### Floorplan with the power grid

Scale bar: 20 um. Pins as bars on the die edge.
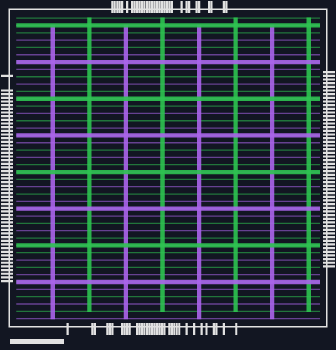
### Placed cells, one color a class

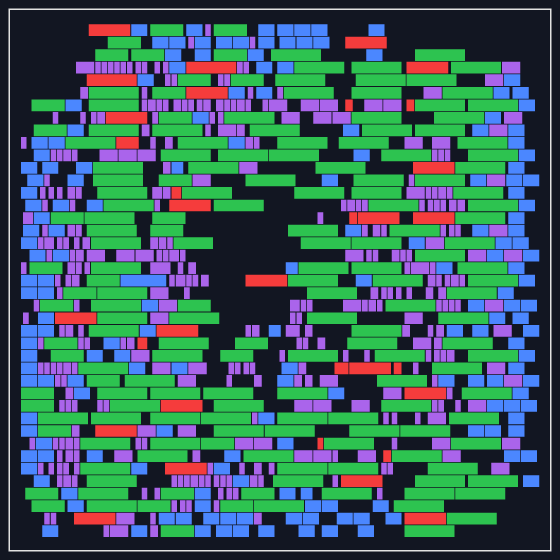
### Clock wires, drivers and flops

Scale bar: 20 um.
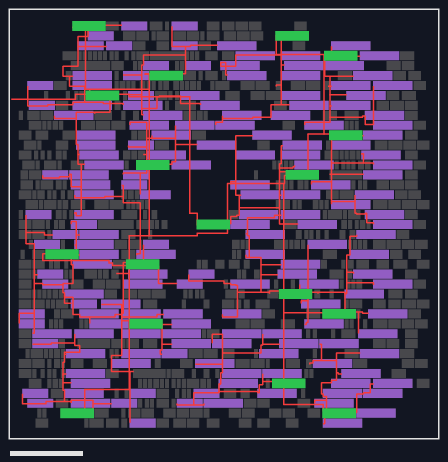
### Signal wires by layer

Scale bar: 20 um.
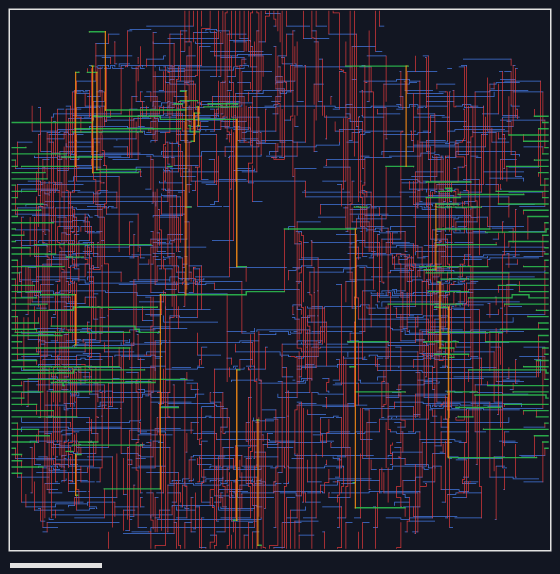
### Clock routing

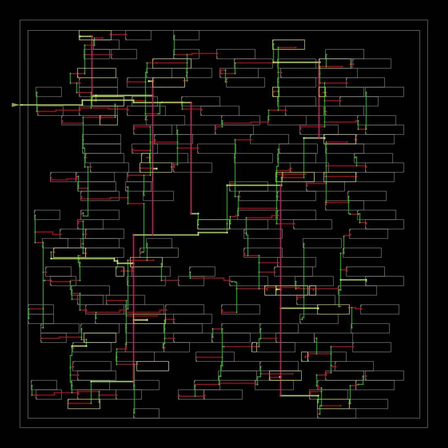
[src/rtl/store_pkg.sv]
// rtl/store_pkg.sv - store size encodings and store-buffer entry layout
package store_pkg;

  localparam logic [1:0] SIZE_BYTE = 2'b00;
  localparam logic [1:0] SIZE_HALF = 2'b01;
  localparam logic [1:0] SIZE_WORD = 2'b10;

  // Word address only; the byte offset is folded into be.
  typedef struct packed {
    logic [31:2] addr;
    logic [31:0] wdata;
    logic [3:0]  be;
  } store_entry_t;

endpackage

[src/rtl/store_lane_align.sv]
// rtl/store_lane_align.sv - byte-lane replication, byte enables and misalign detect
module store_lane_align
  import store_pkg::*;
(
  input  logic [1:0]  size,
  input  logic [1:0]  offset,
  input  logic [31:0] data,
  output logic [31:0] wdata,
  output logic [3:0]  be,
  output logic        misalign
);

  // Any size with bit 1 set is treated as a word.
  always_comb begin
    wdata    = data;
    be       = 4'b1111;
    misalign = 1'b0;
    if (size == SIZE_BYTE) begin
      be    = 4'b0001 << offset;
      wdata = {4{data[7:0]}};
    end else if (size == SIZE_HALF) begin
      be       = offset[1] ? 4'b1100 : 4'b0011;
      wdata    = {2{data[15:0]}};
      misalign = offset[0];
    end else begin
      misalign = (offset != 2'b00);
    end
  end

endmodule

[src/rtl/store_align_buf.sv]
// rtl/store_align_buf.sv - aligning store buffer feeding a word-wide write port
module store_align_buf
  import store_pkg::*;
#(
  parameter int DEPTH = 2
) (
  input  logic                       clk,
  input  logic                       rst,
  input  logic                       req_valid,
  output logic                       req_ready,
  input  logic [1:0]                 req_size,
  input  logic [31:0]                req_addr,
  input  logic [31:0]                req_data,
  output logic                       mem_valid,
  input  logic                       mem_ready,
  output logic [31:0]                mem_addr,
  output logic [31:0]                mem_wdata,
  output logic [3:0]                 mem_be,
  output logic                       misalign,
  output logic [31:0]                misalign_addr,
  output logic [$clog2(DEPTH):0]     count
);

  localparam int PW = $clog2(DEPTH);
  localparam int CW = PW + 1;

  store_entry_t   entries [DEPTH];
  logic [PW-1:0]  head;
  logic [PW-1:0]  tail;
  logic [31:0]    al_wdata;
  logic [3:0]     al_be;
  logic           al_mis;
  logic           accept;
  logic           push;
  logic           pop;

  function automatic logic [PW-1:0] ptr_inc(input logic [PW-1:0] p);
    return (p == PW'(DEPTH - 1)) ? '0 : p + PW'(1);
  endfunction

  store_lane_align u_lane_align (
    .size     (req_size),
    .offset   (req_addr[1:0]),
    .data     (req_data),
    .wdata    (al_wdata),
    .be       (al_be),
    .misalign (al_mis)
  );

  // Full blocks requests even when a pop is in flight: no same-cycle slot reuse.
  assign req_ready = (count != CW'(DEPTH));
  assign accept    = req_valid && req_ready;
  assign push      = accept && !al_mis;
  assign mem_valid = (count != '0);
  assign pop       = mem_valid && mem_ready;

  assign mem_addr  = {entries[head].addr, 2'b00};
  assign mem_wdata = entries[head].wdata;
  assign mem_be    = entries[head].be;

  always_ff @(posedge clk) begin
    if (rst) begin
      head          <= '0;
      tail          <= '0;
      count         <= '0;
      misalign      <= 1'b0;
      misalign_addr <= '0;
    end else begin
      if (push) tail <= ptr_inc(tail);
      if (pop)  head <= ptr_inc(head);
      case ({push, pop})
        2'b10:   count <= count + CW'(1);
        2'b01:   count <= count - CW'(1);
        default: count <= count;
      endcase
      misalign <= accept && al_mis;
      if (accept && al_mis) misalign_addr <= req_addr;
    end
  end

  // Payload storage carries no reset; validity is tracked by count alone.
  always_ff @(posedge clk) begin
    if (push) begin
      entries[tail] <= '{addr: req_addr[31:2], wdata: al_wdata, be: al_be};
    end
  end

endmodule

[config.mk]
export PLATFORM = sky130hd
export DESIGN_NAME = store_align_buf
export DESIGN_NICKNAME = d
export VERILOG_FILES = /design/src/rtl/store_pkg.sv /design/src/rtl/store_lane_align.sv /design/src/rtl/store_align_buf.sv
export SDC_FILE = /design/constraint.sdc
export NUM_CORES = 1
export LEC_CHECK = 0
export ABC_AREA = 1
export CAP_MARGIN = 25
export CORE_MARGIN = 2
export CORE_UTILIZATION = 53
export DETAILED_ROUTE_END_ITERATION = 10
export PLACE_DENSITY = 0.95
export SLEW_MARGIN = 0
export SYNTH_ARGS = -nofsm -noshare
export SYNTH_HDL_FRONTEND = slang
export SYNTH_SLANG_ARGS = --single-unit
[constraint.sdc]
create_clock -name clk -period 9.55 [get_ports clk]
set_input_delay 1.91 -clock clk [delete_from_list [all_inputs] [get_ports clk]]
set_output_delay 1.91 -clock clk [all_outputs]
set_load 0.01 [all_outputs]
==> flow report <==
========================================================================================================
Crit Path Category                                                                                in2reg
WP data required                                                                                 9.61 ns
Type of element capturing the critical path                                                     register
H-Tree Depth                                                                                           4
Final Power                                                                                      1.95 mW
Clock tree from TritonCTS                                                                           done
Result of the run                                                                           finished clean
Most common cell after layout, fill and taps aside                                          sky130_fd_sc_hd__clkdlybuf4s50_1
Total number of yosys warnings                                                                         0
Number of buffers inserted during clock tree synthesis                                                17
Starting density of the core                                                                       54.1%
Worst hold slack across all endpoints                                                           0.481 ns
Tool warnings                                                                                         26
Final min period                                                                                 4.32 ns
Final hold vios                                                                                        0
Final antenna-violating net count                                                                      0
Height of the die                                                                                 117 um
Largest net degree at the start of global routing                                                     67
Top cells excl fill/tap                                                                     sky130_fd_sc_hd__clkdlybuf4s50_1, sky130_fd_sc_hd__edfxtp_1, sky130_fd_sc_hd__nand2_1, sky130_fd_sc_hd__nor2_1, sky130_fd_sc_hd__mux2_2
Ratio of routed vias to standard cells                                                              5.29
Post-route design area                                                                       0.00927 mm2
Arrival time worst endpoint                                                                      4.38 ns
Chip area in the Yosys report                                                                0.00680 mm2
N_diodes                                                                                               0
Post-CTS clock slew at the launch and capture registers of the worst setup and hold paths        0.06 ns
Total internal power                                                                             1.48 mW
Initial antenna violation count                                                                        0
Most common reg cell                                                                        sky130_fd_sc_hd__edfxtp_1
Crit-path max FO                                                                                      49
Worst min-delay path category                                                                    reg2reg
Longest Clk Path Bufs                                                                                  2
Post-synthesis async set-or-reset flop share                                                          0%
Count of library flops with an enable pin                                                            132
Register bit count reported by yosys                                                                 170
Number of cells in Yosys stat                                                                        542
Worst vdd ir                                                                                    0.167 mV
Period Utilization, post-route                                                                     45.2%
Critical-path cell list                                                                     clkdlybuf4s50_1 -> nand2_2 -> inv_2 -> nand2_1 -> nor2_4 -> buf_4
Cells resized by post-CTS repair                                                                       0
Cell at the slowest stage of the critical path                                              sky130_fd_sc_hd__buf_4
TritonCTS Sinks                                                                                      170
Unrepaired setup endpoints after global routing                                                       no
Via count of the first global-routing pass                                                          4885
Hold-fix buffers at CTS                                                                                0
Gate count of the mapped netlist                                                                     542
Area of the chip                                                                              0.0137 mm2
DRC violation total after the first TritonRoute iteration                                            605
Total congestion overflow                                                                              0
Remaining routing DRC violations                                                                       0
Boundary pin count                                                                                   175
DR pass1 iterations                                                                                    8
Count of final max-slew check failures                                                                 0
Static leakage power                                                                             3.51 nW
Global-route wire length before repair                                                           24.2 mm
Power density over the cells                                                                  210 mW/mm2
Horizontal die dimension                                                                          117 um
Final net count                                                                                      785
Max-cap violations                                                                                     0
Peak Freq                                                                                        232 MHz
Slowest cell delay on critical path                                                              0.65 ns
Switching power                                                                                 0.470 mW
Fraction of layout instances using a drive strength above 1                                        15.5%
Cell variety after synth                                                                              24
RePlAce Congestion                                                                                 0.808
Placed standard-cell area                                                                    0.00862 mm2
Power share of the sequential group                                                                45.6%
Final HPWL DP                                                                                    10.6 mm
Worst-margin pin slew                                                                           0.871 ns
Number of setup violations in the final report                                                         0
Post-synthesis instance area                                                                 0.00680 mm2
Final total negative setup slack                                                                    0 ns
Share of the yosys chip area belonging to registers                                                69.5%
Post-CTS repair timing setup buffer count                                                              0
Gate power share                                                                                   17.8%
Mean instance size in the synthesized netlist                                                   12.5 um2
Critical path launch point type                                                               input port
Setup clock skew after layout                                                                 0.00803 ns
Total of buffers placed on input and output ports                                                    172
Buffer type at the clock tree root                                                          sky130_fd_sc_hd__clkbuf_16
Switching share of power                                                                           24.1%
Slew headroom                                                                                      41.9%
Signed area change from the synthesized netlist to the final layout                                36.4%
Number of fill cells                                                                                 773
========================================================================================================
## Picture notes: 'Floorplan with the power grid'
Key: VSS = purple; VDD = green
42 met1 rails follow the rows. The core has 41 rows. 8 straps on met4.

## Picture notes: 'Placed cells, one color a class'
Key: all other logic = purple [cells 348, share of their area 21%]; clock drivers and dummy loads = red [cells 32, share of their area 6.9%]; other buffers and delay cells = blue [cells 177, share of their area 20%]; flip-flops = green [cells 170, share of their area 52%]
Seq area share: 51.0%
site row count: 41
core box area: 0.0126 mm2

## Picture notes: 'Clock wires, drivers and flops'
Key: cells driving clock nets = green [count 17]; flip-flops = purple [count 170]; clock wires = red [length 1810 um]
Position of the flops: spread over the die. There are 18 routed clock nets.
share of power burned in the clock network: 36.6%
clock network latency to the later pin of the worst-skew pair: 0.43 ns

## Picture notes: 'Signal wires by layer'
Key: met1 = blue [wire length 6020 um]; met2 = red [wire length 8470 um]; met4 = orange [wire length 433 um]; met3 = green [wire length 1350 um]
number of vias in the routed layout: 4758
post-DR wirelength/cell: 18.1 um
Global Route Usage Sum: 24.1%
Post-Route WL: 16.3 mm

## Picture notes: 'Clock routing'
Layout clock buffers: 22
total number of sequential cells: 170

-- final timing paths --
path                          from               end  slack (ns)  depth (start not counted)
setup / recovery         req_valid     entries[0][7]        5.23                          6
hold / removal    misalign_addr[9]  misalign_addr[9]        0.48                          2
setup reg to reg          count[0]     entries[0][7]        6.60                          7
hold reg to reg   misalign_addr[9]  misalign_addr[9]        0.48                          2
-- Yosys cell counts, types with 2 or more instances --
master	instances	share of area (%)
sky130_fd_sc_hd__nand2_2	3	0.28
sky130_fd_sc_hd__inv_1	40	2.2
sky130_fd_sc_hd__dfxtp_1	38	11
sky130_fd_sc_hd__mux2_2	66	11
sky130_fd_sc_hd__clkbuf_1	6	0.33
sky130_fd_sc_hd__buf_4	8	0.88
sky130_fd_sc_hd__o21ai_0	13	0.96
sky130_fd_sc_hd__nand2_1	97	5.4
sky130_fd_sc_hd__inv_2	2	0.11
sky130_fd_sc_hd__nand3_1	41	3.0
sky130_fd_sc_hd__edfxtp_1	132	58
sky130_fd_sc_hd__buf_6	4	0.66
sky130_fd_sc_hd__buf_2	7	0.52
sky130_fd_sc_hd__a21oi_1	6	0.44
sky130_fd_sc_hd__nor2_1	70	3.9
-- layer usage --
layer	routed length [um]	vias to the layer above	part of all wire [%]	track usage [%]
li1	-	2201	-	-
met1	6020	2278	37	26.9
met2	8470	235	52	42.3
met3	1350	44	8.3	7.00
met4	433	0	2.7	11.5
met5	0	-	0	0
-- cell type report --
class / count / area (um2) / area share, %
flip-flops and latches: 170 / 4730 / 51.0
clock buffers: 22 / 518 / 5.59
clock inverters: 10 / 106 / 1.15
repair buffers: 177 / 1780 / 19.2
multi-input cells: 305 / 1760 / 19.0
well taps: 172 / 215 / 2.32
inverters: 43 / 161 / 1.74
-- metrics by stage --
step / utilization [%] / instances / worst slack, ns
5_1_grt: 73.7 / 899 / 5.05
4_1_cts: 73.5 / 898 / 5.23
6_report: 73.7 / 899 / 5.23
3_5_place_dp: 68.6 / 866 / 4.83
2_1_floorplan: - / 543 / 3.96
3_3_place_gp: 68.6 / 866 / 4.96
-- state kept, by name, summed over array words and instances (netlist names), named ones only --
name,cells
entries,132
tail,1
head,1
misalign_addr,32
misalign,1
count,2
-- logic make-up after synthesis --
logic type | synth area share (%)
mux | 10.9
fa+ha+maj | 0.184
flops | 69.5
buf+inv | 4.77
simple gates | 12.9
compound gates | 1.62
other cells | 0.0552
-- power by group through the flow --
stage | clock network [mW] | logic [mW] | registers (mW)
floorplan | 0 | 0.176 | 0.891
global placement | 0 | 0.333 | 0.901
detailed placement | 0 | 0.342 | 0.906
CTS | 0.720 | 0.348 | 0.891
global route | 0.747 | 0.372 | 0.895
finish | 0.713 | 0.347 | 0.890
-- worst max-delay path: cells and delay by family --
family                 cells  cell delay [ns]
and+or+nand+nor            3             0.81
buffers and inverters      3             1.62
Power and IR drop assume default switching activity.
